[config.mk]
export PLATFORM = sky130hd
export DESIGN_NAME = sdr_16_rd_capture_flat
export DESIGN_NICKNAME = d
export VERILOG_FILES = /design/src/rtl/sdr_16_rd_capture_if.sv /design/src/rtl/sdr_16_rd_capture.sv /design/src/flat_wrapper.sv
export SDC_FILE = /design/constraint.sdc
export NUM_CORES = 1
export LEC_CHECK = 0
export CORE_UTILIZATION = 50
export CTS_CLUSTER_SIZE = 14
export DETAILED_ROUTE_END_ITERATION = 7
export GPL_TIMING_DRIVEN = 0
export PLACE_DENSITY = 0.83
export SLEW_MARGIN = 25
export SYNTH_ARGS = -nofsm -noshare
export SYNTH_HDL_FRONTEND = slang
export SYNTH_SLANG_ARGS = --single-unit
[constraint.sdc]
create_clock -name sdram_clk -period 2.26 [get_ports sdram_clk]
set_input_delay 0.452 -clock sdram_clk [delete_from_list [all_inputs] [get_ports sdram_clk]]
set_output_delay 0.452 -clock sdram_clk [all_outputs]
set_load 0.1 [all_outputs]
[src/rtl/sdr_16_rd_capture_if.sv]
// Read-capture bus: READ tags and DQ in, packed FIFO words and status out.
interface sdr_16_rd_capture_if;
  logic        cmd_read;
  logic [15:0] dq_i;
  logic        fifo_full;
  logic        clr_i;
  logic        fifo_we;
  logic [31:0] fifo_wr_data;
  logic [1:0]  pending;
  logic        rd_idle;
  logic        overrun;
  logic        proto_err;

  modport master (
    output cmd_read, dq_i, fifo_full, clr_i,
    input  fifo_we, fifo_wr_data, pending,
    input  rd_idle, overrun, proto_err
  );

  modport slave (
    input  cmd_read, dq_i, fifo_full, clr_i,
    output fifo_we, fifo_wr_data, pending,
    output rd_idle, overrun, proto_err
  );
endinterface

[src/rtl/sdr_16_rd_capture.sv]
// SDR16 read-data capture: packs two DQ beats into a FIFO word.
// SDR_RD_CAPTURE_INREG_EN adds an IOB input flop on DQ (+1 latency).
module sdr_16_rd_capture #(
  parameter int cl = 2
) (
  input logic                sdram_clk,
  input logic                sdram_rst_n,
  sdr_16_rd_capture_if.slave bus
);

`ifdef SDR_RD_CAPTURE_INREG_EN
  localparam int D = cl + 1;
  logic [15:0] dq_q;
  logic [15:0] dq_s;
  assign dq_s = dq_q;
  always_ff @(posedge sdram_clk or negedge sdram_rst_n) begin
    if (!sdram_rst_n) dq_q <= '0;
    else              dq_q <= bus.dq_i;
  end
`else
  localparam int D = cl;
  logic [15:0] dq_s;
  assign dq_s = bus.dq_i;
`endif

  logic [D-1:0] tag_q, tag_d;
  logic         beat0;
  logic         beat1_q, beat1_d;
  logic         wr_q, wr_d;
  logic [15:0]  hi_q, hi_d;
  logic [31:0]  data_q, data_d;
  logic [1:0]   pend_q, pend_d;
  logic         ovr_q, ovr_d;
  logic         perr_q, perr_d;
  logic         ov_set, pe_set;
  logic         inc_only, dec_only;

  assign beat0 = tag_q[D-1];
  assign inc_only = bus.cmd_read & ~wr_q;
  assign dec_only = wr_q & ~bus.cmd_read;

  always_comb begin
    tag_d   = {tag_q[D-2:0], bus.cmd_read};
    beat1_d = beat0;
    wr_d    = beat1_q;
    hi_d    = beat0 ? dq_s : hi_q;
    // A colliding beat0 still sees the old hi for the lo capture
    data_d  = beat1_q ? {hi_q, dq_s} : data_q;
    ov_set  = wr_q & bus.fifo_full;
    pe_set  = (bus.cmd_read & (pend_q == 2'd3))
            | (beat0 & beat1_q);
    pend_d  = pend_q;
    unique case (1'b1)
      inc_only: if (pend_q != 2'd3) pend_d = pend_q + 2'd1;
      dec_only: if (pend_q != 2'd0) pend_d = pend_q - 2'd1;
      default: ;
    endcase
    ovr_d  = ov_set | (ovr_q & ~bus.clr_i);
    perr_d = pe_set | (perr_q & ~bus.clr_i);
  end

  always_ff @(posedge sdram_clk or negedge sdram_rst_n) begin
    if (!sdram_rst_n) begin
      tag_q   <= '0;
      beat1_q <= 1'b0;
      wr_q    <= 1'b0;
      hi_q    <= '0;
      data_q  <= '0;
      pend_q  <= '0;
      ovr_q   <= 1'b0;
      perr_q  <= 1'b0;
    end else begin
      tag_q   <= tag_d;
      beat1_q <= beat1_d;
      wr_q    <= wr_d;
      hi_q    <= hi_d;
      data_q  <= data_d;
      pend_q  <= pend_d;
      ovr_q   <= ovr_d;
      perr_q  <= perr_d;
    end
  end

  assign bus.fifo_we      = wr_q & ~bus.fifo_full;
  assign bus.fifo_wr_data = data_q;
  assign bus.pending      = pend_q;
  assign bus.overrun      = ovr_q;
  assign bus.proto_err    = perr_q;
  assign bus.rd_idle      = (pend_q == 2'd0) && (tag_q == '0)
                          && !beat1_q && !wr_q;

endmodule

[src/flat_wrapper.sv]
// flat-port wrapper written by rule: the top's interface ports become plain ports
module sdr_16_rd_capture_flat 
#(
  parameter int cl = 2
)
  (sdram_clk, sdram_rst_n, bus_cmd_read, bus_dq_i, bus_fifo_full, bus_clr_i, bus_fifo_we, bus_fifo_wr_data, bus_pending, bus_rd_idle, bus_overrun, bus_proto_err);
  sdr_16_rd_capture_if bus_i ();
  input logic sdram_clk;
  input logic sdram_rst_n;
  input wire logic [$bits(bus_i.cmd_read)-1:0] bus_cmd_read;
  input wire logic [$bits(bus_i.dq_i)-1:0] bus_dq_i;
  input wire logic [$bits(bus_i.fifo_full)-1:0] bus_fifo_full;
  input wire logic [$bits(bus_i.clr_i)-1:0] bus_clr_i;
  output wire logic [$bits(bus_i.fifo_we)-1:0] bus_fifo_we;
  output wire logic [$bits(bus_i.fifo_wr_data)-1:0] bus_fifo_wr_data;
  output wire logic [$bits(bus_i.pending)-1:0] bus_pending;
  output wire logic [$bits(bus_i.rd_idle)-1:0] bus_rd_idle;
  output wire logic [$bits(bus_i.overrun)-1:0] bus_overrun;
  output wire logic [$bits(bus_i.proto_err)-1:0] bus_proto_err;
  assign bus_i.cmd_read = bus_cmd_read;
  assign bus_i.dq_i = bus_dq_i;
  assign bus_i.fifo_full = bus_fifo_full;
  assign bus_i.clr_i = bus_clr_i;
  assign bus_fifo_we = bus_i.fifo_we;
  assign bus_fifo_wr_data = bus_i.fifo_wr_data;
  assign bus_pending = bus_i.pending;
  assign bus_rd_idle = bus_i.rd_idle;
  assign bus_overrun = bus_i.overrun;
  assign bus_proto_err = bus_i.proto_err;
  sdr_16_rd_capture #(.cl(cl)) u_core (.sdram_clk(sdram_clk), .sdram_rst_n(sdram_rst_n), .bus(bus_i));
endmodule
Run 1, routing congestion:
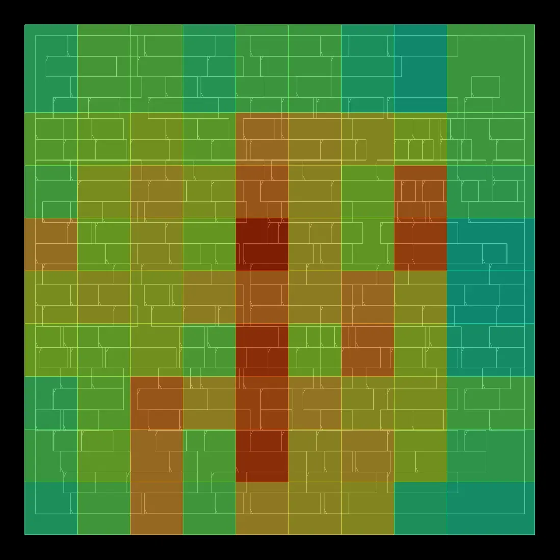
met3 GRT Util: 0.0651
met2 Use GR: 0.326
Wirelength per Cell: 16.5 um

Run 1, cells coloured by class:
Bar = 20 um.
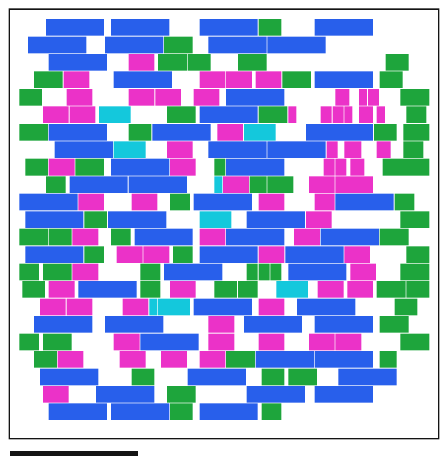
other buffers and delay cells: drawn in green, cells 64, share of their area 24%. flops: drawn in blue, cells 56, share of their area 50%. combinational and other logic: drawn in magenta, cells 66, share of their area 23%. clock drivers and dummy loads: drawn in cyan, cells 8, share of their area 3.2%.

Run 1, PDN straps and rails:
Bar = 20 um. Pins as bars on the die edge. Tap cells in grey.
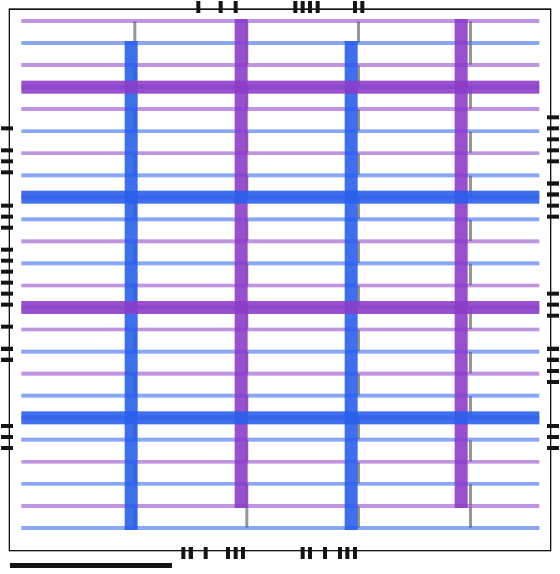
VSS: drawn in blue. VDD: drawn in purple.
4 straps on met5. 59 signal pins sit on the boundary. 24 met1 rails follow the rows.

Run 1, routed metal, one colour a layer:
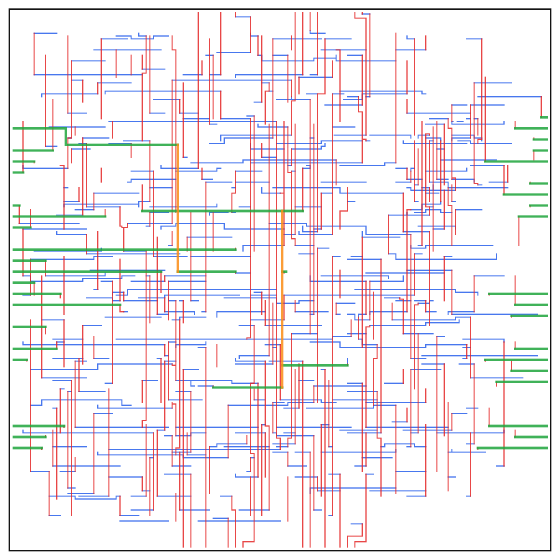
metal 1: drawn in blue, wire length 1700 um. metal 2: drawn in red, wire length 2010 um. metal 4: drawn in orange, wire length 37.4 um. metal 3: drawn in green, wire length 269 um.

==> run_results.csv, run 1 <==
group,metric,value,unit
worst_setup_path,rrSetupSlack,0.95,ns
finish,mi_logic_area,651,um2
drt,routed_wl,4020,um
clocking,clock_sinks,56,
global_route,grt_first_pass_wirelength,6320,um
clocking,clkTransAtPathRegs,0.09,ns
logic_synthesis,yosys.area_share.aoi,0.0162,
logic_synthesis,ys_async_sr_fraction,1.00,
floorplanning,die.size.x,66.6,um
worst_setup_path,endpoint,"bus_rd_idle",
pwr,pwr-share-seq,0.437,
logic_synthesis,top_cell,"dfrtp_1",
job,warning_count,27,
pwr,p_sw_frac,0.408,
pwr,comb_power,0.980,mW
sta,fin_tns_setup,0,ns
logic_synthesis,top_area_cell,"dfrtp_1",
pwr,power.internal,1.60,mW
sta,final.setup.worst_slack,0.0933,ns
pwr,p_sw,1.10,mW
finish,clock_area_frac,0.0313,
clocking,cts_setup_buffers,0,
drt,drtIter0Drc,38,
worst_setup_path,path_delay_family,"simple AND/OR/NAND/NOR gates",
min_path,min-delay-path-class,"in -> async",
worst_setup_path,path_depth,4,
finish,nNonClkInverters,1,
finish,drive_above_1_share,0.340,
worst_setup_path,crit_path_cell_trace,"buf_4, or4_4, nor3_4, buf_12",
place,dpl.hpwl,2770,um
pwr,pwr-share-clk,0.201,
clocking,cts_tree,"built",
logic_synthesis,simple_gate_area_frac,0.0336,
finish,sh_seq_area,0.488,
global_route,grt_use_total,0.201,
floorplanning,die_h,66.6,um
finish,final_util,0.719,
logic_synthesis,yosys.area_share.adder,0,
worst_setup_path,crit_path_max_incr_delay,0.49,ns
floorplanning,io_pins,59,
place,dp_cells,236,
worst_setup_path,worst_setup_path_start_kind,"flip-flop",
finish,nFillCells,269,
pwr,p_total,2.71,mW
place,dp_slack,-0.550,ns
logic_synthesis,ys_cells,128,
sta,rsz0062_at_grt,"no",
logic_synthesis,yosys.cell_types.count,18,
pwr,cellPowerDensity,941,nW/um2
clocking,cts_max_level,2,
logic_synthesis,xor_area_frac,0,
finish,comb_share,0.226,
drt,drc,0,
logic_synthesis,flop_cell,"dfrtp_1",
worst_setup_path,worstPathRequired,1.81,ns
status,outcome,"completed",
sta,hold_slack,0.191,ns
logic_synthesis,muxShareOfSynthArea,0.259,
clocking,clock_latency,0.30,ns
logic_synthesis,synth-edff-count,0,
sta,slew_headroom,0.337,
logic_synthesis,synth_cells,128,
finish,flops,56,
sta,finClkSkew,0.00504,ns
logic_synthesis,logic_family,"multiplexers",
floorplanning,taps,50,
finish,signal_buffers,64,
worst_setup_path,crit_start,"u_core.tag_q[1]$_DFF_PN0_",
drt,wl_met3,268,um
finish,antenna_cells,0,
pwr,p_comb_frac,0.362,
clocking,cts_made_buffers,5,
==> run 1: timing repair <==
action                                  4_1_cts  5_1_grt
endpoints found under the setup margin       16       23
pin swaps                                     0        1
hold buffers                                  0        0
gates cloned                                  0        0
resized                                      25       23
==> run 1: cells in the final DEF, fill, tap and decap left out <==
master / n
o21ai_0: 3
nand2_1: 3
a31oi_1: 1
dlygate4sd2_1: 14
inv_1: 1
buf_2: 4
nor2b_1: 1
buf_12: 1
nand3_1: 2
mux2_2: 48
or3_1: 1
dfrtp_1: 55
clkbuf_8: 6
buf_4: 2
or3b_1: 1
nor3_4: 1
o31ai_1: 1
clkdlybuf4s50_1: 19
dlymetal6s2s_1: 22
or4_4: 1
nand2b_1: 1
a21oi_1: 1
buf_6: 1
dfrtp_4: 1
clkdlybuf4s15_2: 1
clkbuf_1: 2
==> run 1 -> run 2 <==
Settings changed: CORE_UTILIZATION 50 to 35, CTS_CLUSTER_DIAMETER from default to 30, CTS_CLUSTER_SIZE 14 to 30, PLACE_DENSITY 0.83 to default.
Run 2, routing congestion:
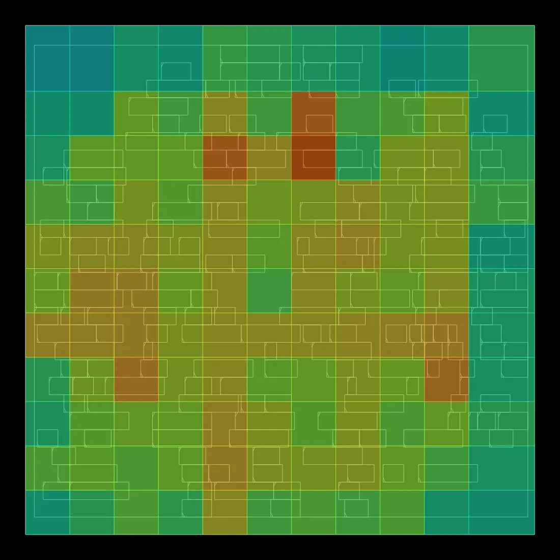
gr busiest metal: met2
final core occ: 0.513

==> run_results.csv, run 2 <==
group,metric,value,unit
clocking,cts_max_level,2,
finish,drive_above_1_share,0.345,
drt,wl_met3,314,um
logic_synthesis,simple_gate_area_frac,0.0336,
finish,mi_logic_area,651,um2
sta,slew_headroom,0.343,
drt,drc,0,
logic_synthesis,yosys.area_share.aoi,0.0162,
finish,signal_buffers,64,
pwr,p_total,2.78,mW
logic_synthesis,fp_nets,149,
logic_synthesis,logic_family,"multiplexers",
logic_synthesis,ys_area,2090,um2
finish,area_growth,38.5,%
logic_synthesis,xor_area_frac,0,
logic_synthesis,synth-edff-count,0,
logic_synthesis,top_area_cell,"dfrtp_1",
worst_setup_path,crit_path_max_incr_delay,0.50,ns
logic_synthesis,ys_cells,128,
logic_synthesis,ys_async_sr_fraction,1.00,
finish,comb_share,0.225,
worst_setup_path,endpoint,"bus_rd_idle",
global_route,grt_use_met3,0.0517,
status,outcome,"completed",
worst_setup_path,worstPathRequired,1.81,ns
place,io_buffers,58,
clocking,cts_made_buffers,5,
sta,rsz0062_at_grt,"no",
global_route,grt_first_pass_wirelength,6820,um
place,gp_congestion,0.702,
floorplanning,die.size.x,79.2,um
global_route,met2_usage,0.235,
global_route,grt_use_total,0.146,
sta,finClkSkew,0.00843,ns
place,dpl.hpwl,2900,um
worst_setup_path,path_depth,4,
min_path,min-delay-path-class,"in -> async",
logic_synthesis,muxShareOfSynthArea,0.259,
finish,flops,56,
clocking,cts_tree,"built",
clocking,clock_latency,0.30,ns
worst_setup_path,path_delay_family,"simple AND/OR/NAND/NOR gates",
clocking,cts_setup_buffers,0,
finish,lay_top_cells,"dfrtp_1 (55), mux2_2 (48), dlygate4sd2_1 (22), clkdlybuf4s50_1 (19), dlymetal6s2s_1 (14)",
logic_synthesis,yosys.cell_types.count,18,
worst_setup_path,worst_setup_path_start_kind,"flip-flop",
sta,final.setup.worst_slack,0.0898,ns
drt,wl_per_cell,15.7,um
sta,fin_tns_setup,0,ns
clocking,clock_sinks,56,
floorplanning,taps,72,
logic_synthesis,synth_cells,128,
finish,nFillCells,493,
sta,hold_slack,0.177,ns
finish,clock_area_frac,0.0372,
floorplanning,die_h,79.2,um
worst_setup_path,crit_start,"u_core.tag_q[1]$_DFF_PN0_",
clocking,clkTransAtPathRegs,0.09,ns
finish,lay_top_count,"dfrtp_1",
logic_synthesis,top_cell,"dfrtp_1",
finish,sh_seq_area,0.486,
floorplanning,io_pins,59,
pwr,peakVddDrop,451,uV
place,dp_cells,258,
pwr,cellPowerDensity,962,nW/um2
worst_setup_path,rrSetupSlack,0.94,ns
sta,tightest_slew,0.989,ns
logic_synthesis,flop_cell,"dfrtp_1",
worst_setup_path,crit_path_cell_trace,"buf_4, or4_4, nor3_4, buf_12",
place,dp_slack,-0.554,ns
==> run 2: cell counts after synthesis <==
Identical to the previous run, type by type.
==> run 2: timing repair <==
item / CTS / global route
gates cloned: 0 / 0
setup endpoints to repair: 24 / 14
pin swaps: 1 / 0
hold buffers: 0 / 0
gates resized: 34 / 14
hold endpoints to repair: 0 / 0
==> run 2: worst reg2reg max path: cells and delay by family, from the launching register on <==
| family | cells | cell delay [ns] |
|---|---|---|
| buf+inv | 2 | 0.49 |
| mux | 1 | 0.38 |
| flops | 1 | 0.35 |
==> run 2: where the power goes <==
| group | switching [mW] | internal (mW) |
|---|---|---|
| Sequential | 0.0659 | 1.12 |
| Combinational | 0.744 | 0.225 |
| Clock | 0.304 | 0.329 |
==> run 2 -> run 3 <==
Settings changed: CORE_MARGIN from default to 2, SETUP_SLACK_MARGIN from default to 0.4.
Run 3, routing congestion:
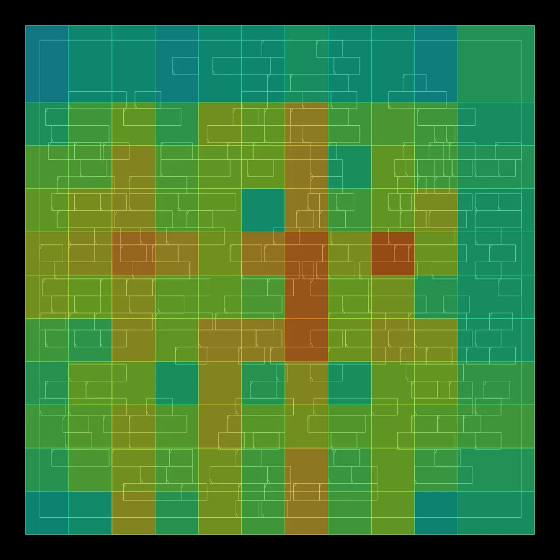
met3 GRT Util: 0.0467
total track usage: 0.135
met2 Use GR: 0.212
Wirelength per Cell: 15.1 um

==> run_results.csv, run 3 <==
group,metric,value,unit
worst_setup_path,worst-r2r-cell-count,4,
finish,final_util,0.507,
finish,signal_buffers,66,
logic_synthesis,syn_area_per_cell,16.3,um2
pwr,top_power_group,"registers",
logic_synthesis,synth-edff-count,0,
logic_synthesis,top_cell,"dfrtp_1",
place,dpl.hpwl,2830,um
floorplanning,io_pins,59,
drt,antenna_left,0,
finish,flops,56,
logic_synthesis,top_area_cell,"dfrtp_1",
pwr,p_comb_frac,0.344,
worst_setup_path,endpoint,"bus_rd_idle",
worst_setup_path,r2r-start,"u_core.tag_q[1]$_DFF_PN0_",
drt,drtIter0Drc,34,
worst_setup_path,worstPathArrival,1.69,ns
logic_synthesis,ys_cells,128,
logic_synthesis,yosysTopAreaCellShare,0.671,
clocking,cts_max_level,2,
finish,buf_share,0.231,
pwr,power_clock,0.695,mW
floorplanning,die_area,6600,um2
global_route,grt_first_pass_wirelength,6690,um
finish,clock_area_frac,0.0426,
pwr,p_sw,1.12,mW
floorplanning,fp-row-count,28,
finish,comb_cells,65,
finish,nNonClkInverters,1,
logic_synthesis,postSynthSeqShare,0.671,
drt,top_layer_used,"met4",
finish,biggestCellCategory,"sequential cells",
job,warning_count,29,
finish,seqCellArea,1410,um2
sta,tightest_slew,0.944,ns
min_path,min-delay-path-class,"in -> async",
floorplanning,die.size.x,81.2,um
global_route,grt_max_degree,57,
clocking,clock_sinks,56,
drt,routed_wl,4100,um
drt,drc,0,
finish,area_growth,42.2,%
pwr,pwr-share-seq,0.413,
sta,min_period_over_period,0.949,
worst_setup_path,endpoint_kind,"output port",
sta,final_hold_viol_count,0,
drt,met1_length,1820,um
pwr,peakVddDrop,546,uV
place,dp_slack,-0.557,ns
pwr,pwr-share-clk,0.242,
logic_synthesis,synth-seq-cells,56,
worst_setup_path,worstPathRequired,1.81,ns
logic_synthesis,synth_warnings,0,
floorplanning,taps,75,
logic_synthesis,common_cells,"dfrtp_1 (56), mux2_2 (48), buf_2 (4)",
finish,drive_above_1_share,0.541,
logic_synthesis,ys_async_sr_fraction,1.00,
logic_synthesis,yosys.cell_types.count,18,
finish,comb_share,0.220,
place,io_buffers,58,
finish,antenna_cells,0,
clocking,cts_root_buffer,"clkbuf_8",
finish,fin_area,2970,um2
sta,fin_crit,2.14,ns
logic_synthesis,ys_area,2090,um2
pwr,power.internal,1.75,mW
finish,lay_top_cells,"dfrtp_1 (55), mux2_2 (48), clkdlybuf4s15_2 (35), clkdlybuf4s50_1 (19), clkbuf_8 (7)",
drt,routed_via_density,4.70,
clocking,clock_latency,0.31,ns
logic_synthesis,area_leaders,"dfrtp_1 (67%), mux2_2 (26%), buf_2 (0.96%)",
clocking,cts_tree,"built",
sta,finClkSkew,0.00895,ns
pwr,cellPowerDensity,966,nW/um2
drt,num_vias,1274,
finish,sh_seq_area,0.473,
sta,setup_viol,0,
worst_setup_path,rrSetupSlack,0.83,ns
place,postPlaceCellArea,2770,um2
global_route,grt.busiest_layer,"met2",
clocking,clk_path_buf_depth,2,
status,outcome,"completed",
global_route,grtUsageMet1,0.182,
logic_synthesis,flop_cell,"dfrtp_1",
sta,hold_slack,0.194,ns
pwr,p_total,2.87,mW
floorplanning,initCoreUtil,0.357,
place,dp_cells,261,
sta,fin_tns_setup,0,ns
pwr,comb_power,0.987,mW
finish,lay_top_count,"dfrtp_1",
finish,clkbuf_count,7,
clocking,cts_made_buffers,5,
drt,wl_met3,289,um
sta,rsz0062_at_grt,"yes",
finish,largest_reg_flops,32,
pwr,p_sw_frac,0.390,
clocking,clkTransAtPathRegs,0.10,ns
sta,slew_headroom,0.373,
logic_synthesis,fp_nets,149,
worst_setup_path,worst_setup_path_start_kind,"flip-flop",
floorplanning,die_h,81.2,um
place,gp_congestion,0.680,
worst_setup_path,crit_start,"u_core.beat1_q$_DFF_PN0_",
global_route,grt_pass1_vias,1325,
logic_synthesis,synth_cells,128,
finish,mi_logic_area,653,um2
sta,final.setup.worst_slack,0.115,ns
global_route,grt-ovfl-total,0,
finish,nFillCells,516,
pwr,pg_seq,1.19,mW
run 3: cell types whose count changed in the layout (fill, tap and decap cells not counted), moves of 2 or more:
cell             delta
dlymetal6s2s_1     -14
clkbuf_8            +2
clkdlybuf4s15_2    +34
buf_4               +2
dlygate4sd2_1      -22
run 3: logic make-up after synthesis:
group	synth area share
compound gates	0.0162
buf+inv	0.0204
simple gates	0.0336
flops	0.671
mux	0.259
run 3: repair_timing:
action / 4_1_cts / 5_1_grt
pin swaps: 1 / 0
buffers inserted: 2 / 0
gates resized: 122 / 1
setup endpoints to repair: 38 / 2
hold buffers: 0 / 0
hold endpoints to repair: 0 / 0
run 3: worst max-delay path: stages (launching register included):
cell and delay (ns):
dfrtp_1 0.40, buf_6 0.12, or4_4 0.51, nor3_4 0.16, buf_12 0.20

==> layout pictures side by side <==
Routed clock nets over the placement.
panel A
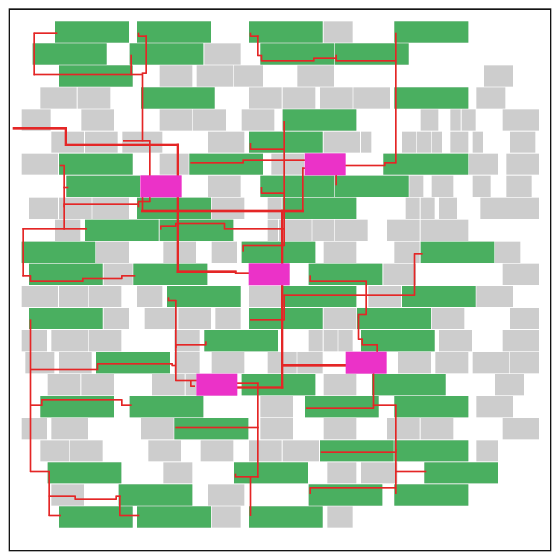
panel B
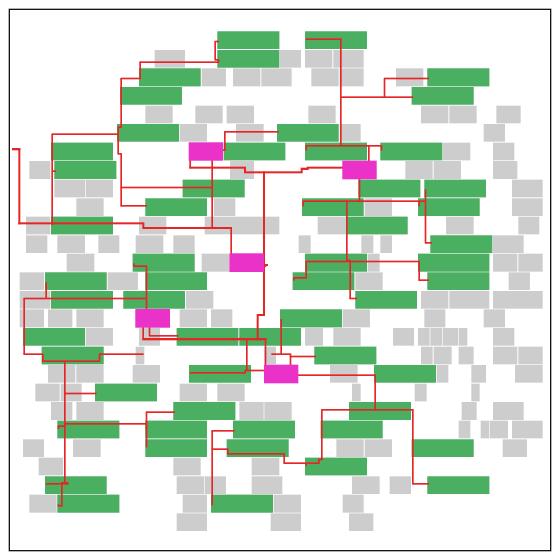
panel C
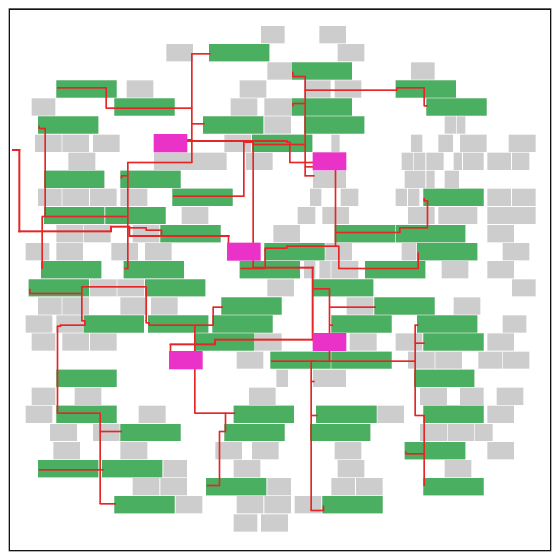
| from | picture |
|---|---|
| run 2 | panel B |
| run 1 | panel A |
| run 3 | panel C |

Power figures rest on the tool's default switching activity, not on a simulated workload.
